### src/rtl/nano_boot_loader_pkg.sv
// nano_pkg: types and widths shared by the boot loader and NanoCPU.
//   boot_state_t - loader FSM states
//   NANO_ADDR_W  - memory address width
//   NANO_DATA_W  - memory word width
package nano_pkg;

  localparam int NANO_ADDR_W = 8;
  localparam int NANO_DATA_W = 16;

  typedef enum logic [2:0] {
    IDLE  = 3'd0,
    HI    = 3'd1,
    LO    = 3'd2,
    WRITE = 3'd3,
    CSUM  = 3'd4,
    RUN   = 3'd5,
    ERR   = 3'd6
  } boot_state_t;

endpackage

### src/rtl/nano_boot_loader_if.sv
// nano_boot_loader_if: byte stream, CPU memory port and memory port of the
// boot loader.
//   rx_data/rx_valid/rx_ready                  - byte stream handshake
//   cpu_address/cpu_dataW/cpu_we/cpu_ce        - NanoCPU memory port
//   mem_address/mem_dataW/mem_we/mem_ce        - program/data memory port
// master: the environment side (sender, CPU, memory)
// slave : the loader side
interface nano_boot_loader_if;

  logic [7:0]                       rx_data;
  logic                             rx_valid;
  logic                             rx_ready;

  logic [nano_pkg::NANO_ADDR_W-1:0] cpu_address;
  logic [nano_pkg::NANO_DATA_W-1:0] cpu_dataW;
  logic                             cpu_we;
  logic                             cpu_ce;

  logic [nano_pkg::NANO_ADDR_W-1:0] mem_address;
  logic [nano_pkg::NANO_DATA_W-1:0] mem_dataW;
  logic                             mem_we;
  logic                             mem_ce;

  modport master (
    output rx_data, rx_valid, cpu_address, cpu_dataW, cpu_we, cpu_ce,
    input  rx_ready, mem_address, mem_dataW, mem_we, mem_ce
  );

  modport slave (
    input  rx_data, rx_valid, cpu_address, cpu_dataW, cpu_we, cpu_ce,
    output rx_ready, mem_address, mem_dataW, mem_we, mem_ce
  );

endinterface

### src/rtl/nano_mem_mux.sv
// nano_mem_mux: selects who drives the memory port.
//   sel_cpu      - 1: CPU port passes straight through; 0: loader port
//   ldr_*        - loader write port (ce follows we)
//   cpu_*        - NanoCPU memory port
//   mem_*        - memory port
module nano_mem_mux
  import nano_pkg::*;
(
  input  logic                   sel_cpu,
  input  logic [NANO_ADDR_W-1:0] ldr_address,
  input  logic [NANO_DATA_W-1:0] ldr_dataW,
  input  logic                   ldr_we,
  input  logic [NANO_ADDR_W-1:0] cpu_address,
  input  logic [NANO_DATA_W-1:0] cpu_dataW,
  input  logic                   cpu_we,
  input  logic                   cpu_ce,
  output logic [NANO_ADDR_W-1:0] mem_address,
  output logic [NANO_DATA_W-1:0] mem_dataW,
  output logic                   mem_we,
  output logic                   mem_ce
);

  assign mem_address = sel_cpu ? cpu_address : ldr_address;
  assign mem_dataW   = sel_cpu ? cpu_dataW   : ldr_dataW;
  assign mem_we      = sel_cpu ? cpu_we      : ldr_we;
  assign mem_ce      = sel_cpu ? cpu_ce      : ldr_we;

endmodule

### src/rtl/nano_boot_loader.sv
// nano_boot_loader: loads a word stream into NanoCPU memory while holding the
// CPU in reset, checks an optional XOR checksum, then hands the memory port
// to the CPU.
//   CSUM_EN - 1: a checksum byte follows the data
//   ck      - clock
//   rst     - synchronous active-low reset
//   bus     - stream / CPU / memory ports (slave side)
//   cpu_rst - active-high NanoCPU reset
//   done    - load complete, CPU running
//   err     - checksum mismatch, sticky until rst
//
// state | meaning
// IDLE  | waiting for the word count byte
// HI    | waiting for the high byte of a word
// LO    | waiting for the low byte of a word
// WRITE | one-cycle memory write of {hi,lo} at ptr
// CSUM  | waiting for the checksum byte
// RUN   | CPU released, memory port passed through
// ERR   | checksum mismatch, CPU held in reset
module nano_boot_loader
  import nano_pkg::*;
#(
  parameter bit CSUM_EN = 1'b1
) (
  input  logic              ck,
  input  logic              rst,
  nano_boot_loader_if.slave bus,
  output logic              cpu_rst,
  output logic              done,
  output logic              err
);

  boot_state_t            state, state_nxt;
  logic [8:0]             remain;
  logic [NANO_ADDR_W-1:0] ptr;
  logic [7:0]             hi, lo, csum;
  logic                   xfer;
  logic                   ldr_we;

  assign bus.rx_ready = rst && (state inside {IDLE, HI, LO, CSUM});
  assign xfer         = bus.rx_valid && bus.rx_ready;

  always_ff @(posedge ck) begin
    if (!rst) state <= IDLE;
    else      state <= state_nxt;
  end

  always_ff @(posedge ck) begin
    if (!rst) begin
      remain <= '0;
      ptr    <= '0;
      hi     <= '0;
      lo     <= '0;
      csum   <= '0;
    end else begin
      case (state)
        IDLE: if (xfer) begin
          // a count of zero stands for a full 256-word image
          remain <= (bus.rx_data == 8'd0) ? 9'd256 : {1'b0, bus.rx_data};
          ptr    <= '0;
          csum   <= '0;
        end
        HI: if (xfer) begin
          hi   <= bus.rx_data;
          csum <= csum ^ bus.rx_data;
        end
        LO: if (xfer) begin
          lo   <= bus.rx_data;
          csum <= csum ^ bus.rx_data;
        end
        WRITE: begin
          ptr    <= ptr + 8'd1;
          remain <= remain - 9'd1;
        end
        default: ;
      endcase
    end
  end

  always_comb begin
    state_nxt = state;
    ldr_we    = 1'b0;
    cpu_rst   = 1'b1;
    done      = 1'b0;
    err       = 1'b0;
    unique case (state)
      IDLE: if (xfer) state_nxt = HI;
      HI:   if (xfer) state_nxt = LO;
      LO:   if (xfer) state_nxt = WRITE;
      WRITE: begin
        ldr_we = 1'b1;
        if (remain != 9'd1) state_nxt = HI;
        else if (CSUM_EN)   state_nxt = CSUM;
        else                state_nxt = RUN;
      end
      CSUM: if (xfer) state_nxt = (bus.rx_data == csum) ? RUN : ERR;
      RUN: begin
        cpu_rst = 1'b0;
        done    = 1'b1;
      end
      ERR:     err = 1'b1;
      default: state_nxt = IDLE;
    endcase
  end

  nano_mem_mux u_mem_mux (
    .sel_cpu     (state == RUN),
    .ldr_address (ptr),
    .ldr_dataW   ({hi, lo}),
    .ldr_we      (ldr_we),
    .cpu_address (bus.cpu_address),
    .cpu_dataW   (bus.cpu_dataW),
    .cpu_we      (bus.cpu_we),
    .cpu_ce      (bus.cpu_ce),
    .mem_address (bus.mem_address),
    .mem_dataW   (bus.mem_dataW),
    .mem_we      (bus.mem_we),
    .mem_ce      (bus.mem_ce)
  );

endmodule
### src/flat_wrapper.sv
// flat-port wrapper written by rule: the top's interface ports become plain ports
module nano_boot_loader_flat import nano_pkg::*;
#(
  parameter bit CSUM_EN = 1'b1
)
  (ck, rst, cpu_rst, done, err, bus_rx_data, bus_rx_valid, bus_cpu_address, bus_cpu_dataW, bus_cpu_we, bus_cpu_ce, bus_rx_ready, bus_mem_address, bus_mem_dataW, bus_mem_we, bus_mem_ce);
  nano_boot_loader_if bus_i ();
  input  logic ck;
  input  logic rst;
  output logic cpu_rst;
  output logic done;
  output logic err;
  input wire logic [$bits(bus_i.rx_data)-1:0] bus_rx_data;
  input wire logic [$bits(bus_i.rx_valid)-1:0] bus_rx_valid;
  input wire logic [$bits(bus_i.cpu_address)-1:0] bus_cpu_address;
  input wire logic [$bits(bus_i.cpu_dataW)-1:0] bus_cpu_dataW;
  input wire logic [$bits(bus_i.cpu_we)-1:0] bus_cpu_we;
  input wire logic [$bits(bus_i.cpu_ce)-1:0] bus_cpu_ce;
  output wire logic [$bits(bus_i.rx_ready)-1:0] bus_rx_ready;
  output wire logic [$bits(bus_i.mem_address)-1:0] bus_mem_address;
  output wire logic [$bits(bus_i.mem_dataW)-1:0] bus_mem_dataW;
  output wire logic [$bits(bus_i.mem_we)-1:0] bus_mem_we;
  output wire logic [$bits(bus_i.mem_ce)-1:0] bus_mem_ce;
  assign bus_i.rx_data = bus_rx_data;
  assign bus_i.rx_valid = bus_rx_valid;
  assign bus_i.cpu_address = bus_cpu_address;
  assign bus_i.cpu_dataW = bus_cpu_dataW;
  assign bus_i.cpu_we = bus_cpu_we;
  assign bus_i.cpu_ce = bus_cpu_ce;
  assign bus_rx_ready = bus_i.rx_ready;
  assign bus_mem_address = bus_i.mem_address;
  assign bus_mem_dataW = bus_i.mem_dataW;
  assign bus_mem_we = bus_i.mem_we;
  assign bus_mem_ce = bus_i.mem_ce;
  nano_boot_loader #(.CSUM_EN(CSUM_EN)) u_core (.ck(ck), .rst(rst), .bus(bus_i), .cpu_rst(cpu_rst), .done(done), .err(err));
endmodule
### config.mk
export PLATFORM = sky130hd
export DESIGN_NAME = nano_boot_loader_flat
export DESIGN_NICKNAME = d
export VERILOG_FILES = /design/src/rtl/nano_boot_loader_pkg.sv /design/src/rtl/nano_boot_loader_if.sv /design/src/rtl/nano_mem_mux.sv /design/src/rtl/nano_boot_loader.sv /design/src/flat_wrapper.sv
export SDC_FILE = /design/constraint.sdc
export NUM_CORES = 1
export LEC_CHECK = 0
export CAP_MARGIN = 15
export CORE_ASPECT_RATIO = 2
export CORE_MARGIN = 2
export CORE_UTILIZATION = 49
export CTS_CLUSTER_SIZE = 40
export DETAILED_ROUTE_END_ITERATION = 7
export GPL_TIMING_DRIVEN = 0
export PLACE_DENSITY = 0.81
export SLEW_MARGIN = 25
export SYNTH_ARGS = -nofsm -noshare
export SYNTH_HDL_FRONTEND = slang
export SYNTH_SLANG_ARGS = --single-unit
### constraint.sdc
create_clock -name ck -period 2 [get_ports ck]
set_input_delay 0.3 -clock ck [delete_from_list [all_inputs] [get_ports ck]]
set_output_delay 0.3 -clock ck [all_outputs]
set_load 0.1 [all_outputs]
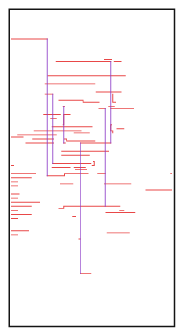
**Above:** routed metal, one colour a layer.
(3 px per µm) Only two layers are drawn.
| colour | layer | wire length |
|---|---|---|
| red | M3 | 419 µm |
| purple | M4 | 184 µm |
All-Layer GR Usage: 27.8%
via count: 2,758
Routed wire per std cell: 17.3 µm

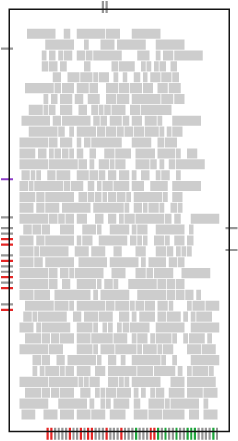
**Above:** pin placement.
(4 px per µm) Pins as bars across the die edge, other pins in grey.
| colour | port | pins | direction | edge |
|---|---|---|---|---|
| red | `bus_cpu_dataW` | 16 | input | 10 bottom, 6 left |
| purple | `bus_rx_ready` | 1 | output | left |
| green | `bus_mem_address` | 8 | output | bottom |
all pins by edge: 47 bottom, 16 left, 2 right, 2 top
Die Span X: 54.6 µm
PortBufs: 58

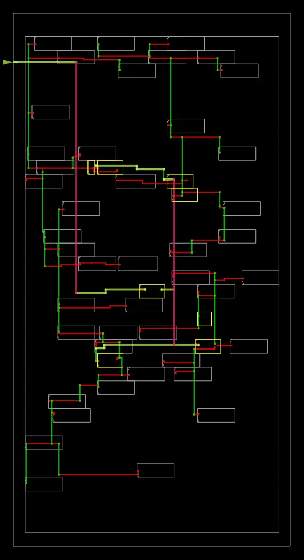
**Above:** clock wiring as the flow saved it.
clock net sink count: 44
clk pwr: 0.607 mW
Setup Skew: 0.00855 ns
Seq cells: 44

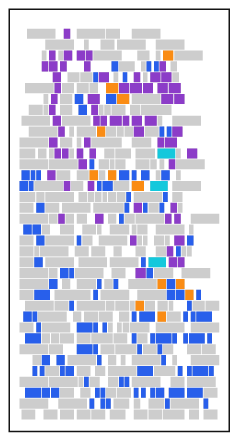
**Above:** logic cells by family.
(4 px per µm)
| colour | family | cells |
|---|---|---|
| purple | aoi and oai cells | 63 |
| orange | and/or cells | 12 |
| cyan | fa/ha/maj cells | 3 |
| blue | nand cells | 106 |
most numerous logic cell after layout: nand2_1
Final Non-Filler Cells: 474

==> results.ini <==
[run_status]
status = complete, no violations

[synth]
syn_avg_cell_area_um2 = 7.38
synthCells = 340
ys.flops = 44
ys_sh_mux_pct = 6.38
ff_type = dfxtp_1
ys_seq_share_pct = 35.1
yosys_area_mm2 = 0.00251
yosys.area_share.simple_pct = 31.5
aoi_share_pct = 17.1
top_cells_by_count = nand2_1, dfxtp_1, clkbuf_1, nor2_1, nor2b_1
synth-cells-yosys = 340
most_common_cell = nand2_1

[final_timing]
fin_crit_ns = 1.99
slew_headroom_pct = 56.9
drv_slew = 0
whs_ns = 0.432

[grt]
grt_pass1_wl_mm = 12.0
grt.busiest_layer = met2
antenna_found_initial = 0
use_met2_pct = 48.7
first_global_vias = 2594

[finish]
drive_gt1_share_pct = 24.0
n_fill_cell = 353
final_area_mm2 = 0.00372
n_all_buffers = 97
comb_cells = 263
utilization_pct = 75.8
clkbuf_count = 7
lay_top_cells = nand2_1, dfxtp_1, clkdlybuf4s50_1
comb_area_mm2 = 0.00164
buf_share_pct = 27.3
seq_area_um2 = 883

[routing]
antenna_left = 0
dr_wl_met2_mm = 4.73
first_iter_violations = 132
dr.pass1.iters = 4
vias_per_cell = 5.82

[setup_path]
crit_family = buffers and inverters
worst_path_max_delay_cell = dfxtp_2
crit_buf_inv = 5
required_ns = 1.70
criticalPathCategory = flip-flop to output port
cp-start-kind = flip-flop
regToRegEndpoint = u_core.csum[1]
ff2ff_setup_slack_ns = 0.20
path_max_fanout = 6
r2r_cells = 6
worstPathArrival_ns = 1.69

[hold_path]
whs_endpoint = u_core.remain[1]
hold_depth = 3
holdCritPathClass = primary input to flip-flop
holdCritStartpoint = bus_rx_data[1]

[cts]
clk-insertion-delay-late_ns = 0.30

[run]
max_cap_viol_count = 0
warnings = 29

[pwr]
dominant_power_group = registers
p_per_area_mw_per_mm2 = 539
total_power_mw = 2.01
power.net_switching_mw = 0.625
power_frac_clock_pct = 30.2
total_leakage_power_nw = 1.47
pg_comb_mw = 0.460
p_seq_mw = 0.940
internal_power_mw = 1.38

[floorplanning]
core_area_mm2 = 0.00491
io-pin-count = 67

[placement]
pre_cts_ws_ns = -1.26
hpwl_mm = 5.43
place.gp.congestion = 0.834
place_area_mm2 = 0.00326

-- worst max path at each step --
stage                    startpoint                  to  slack, ns
floorplan           u_core.state[0]  bus_mem_address[0]      -0.07
global placement                rst        bus_rx_ready      -1.23
detailed placement              rst        bus_rx_ready      -1.26
CTS                 u_core.state[0]   bus_mem_dataW[14]     0.0003
global route        u_core.state[0]   bus_mem_dataW[12]      -0.04
finish              u_core.state[0]   bus_mem_dataW[12]       0.01
-- what timing repair did --
item | in CTS | in global routing
cloned | 1 | 1
buffers inserted | 3 | 6
pin swaps | 1 | 3
endpoints found under the setup margin | 30 | 26
resized | 218 | 58
-- flip-flops by register name, summed over array words and instances, names as in the netlist --
name and flops:
u_core.remain 9, u_core.csum 8, u_core.state 3, u_core.lo 8, u_core.hi 8, u_core.ptr 8
Power and IR drop assume default switching activity.
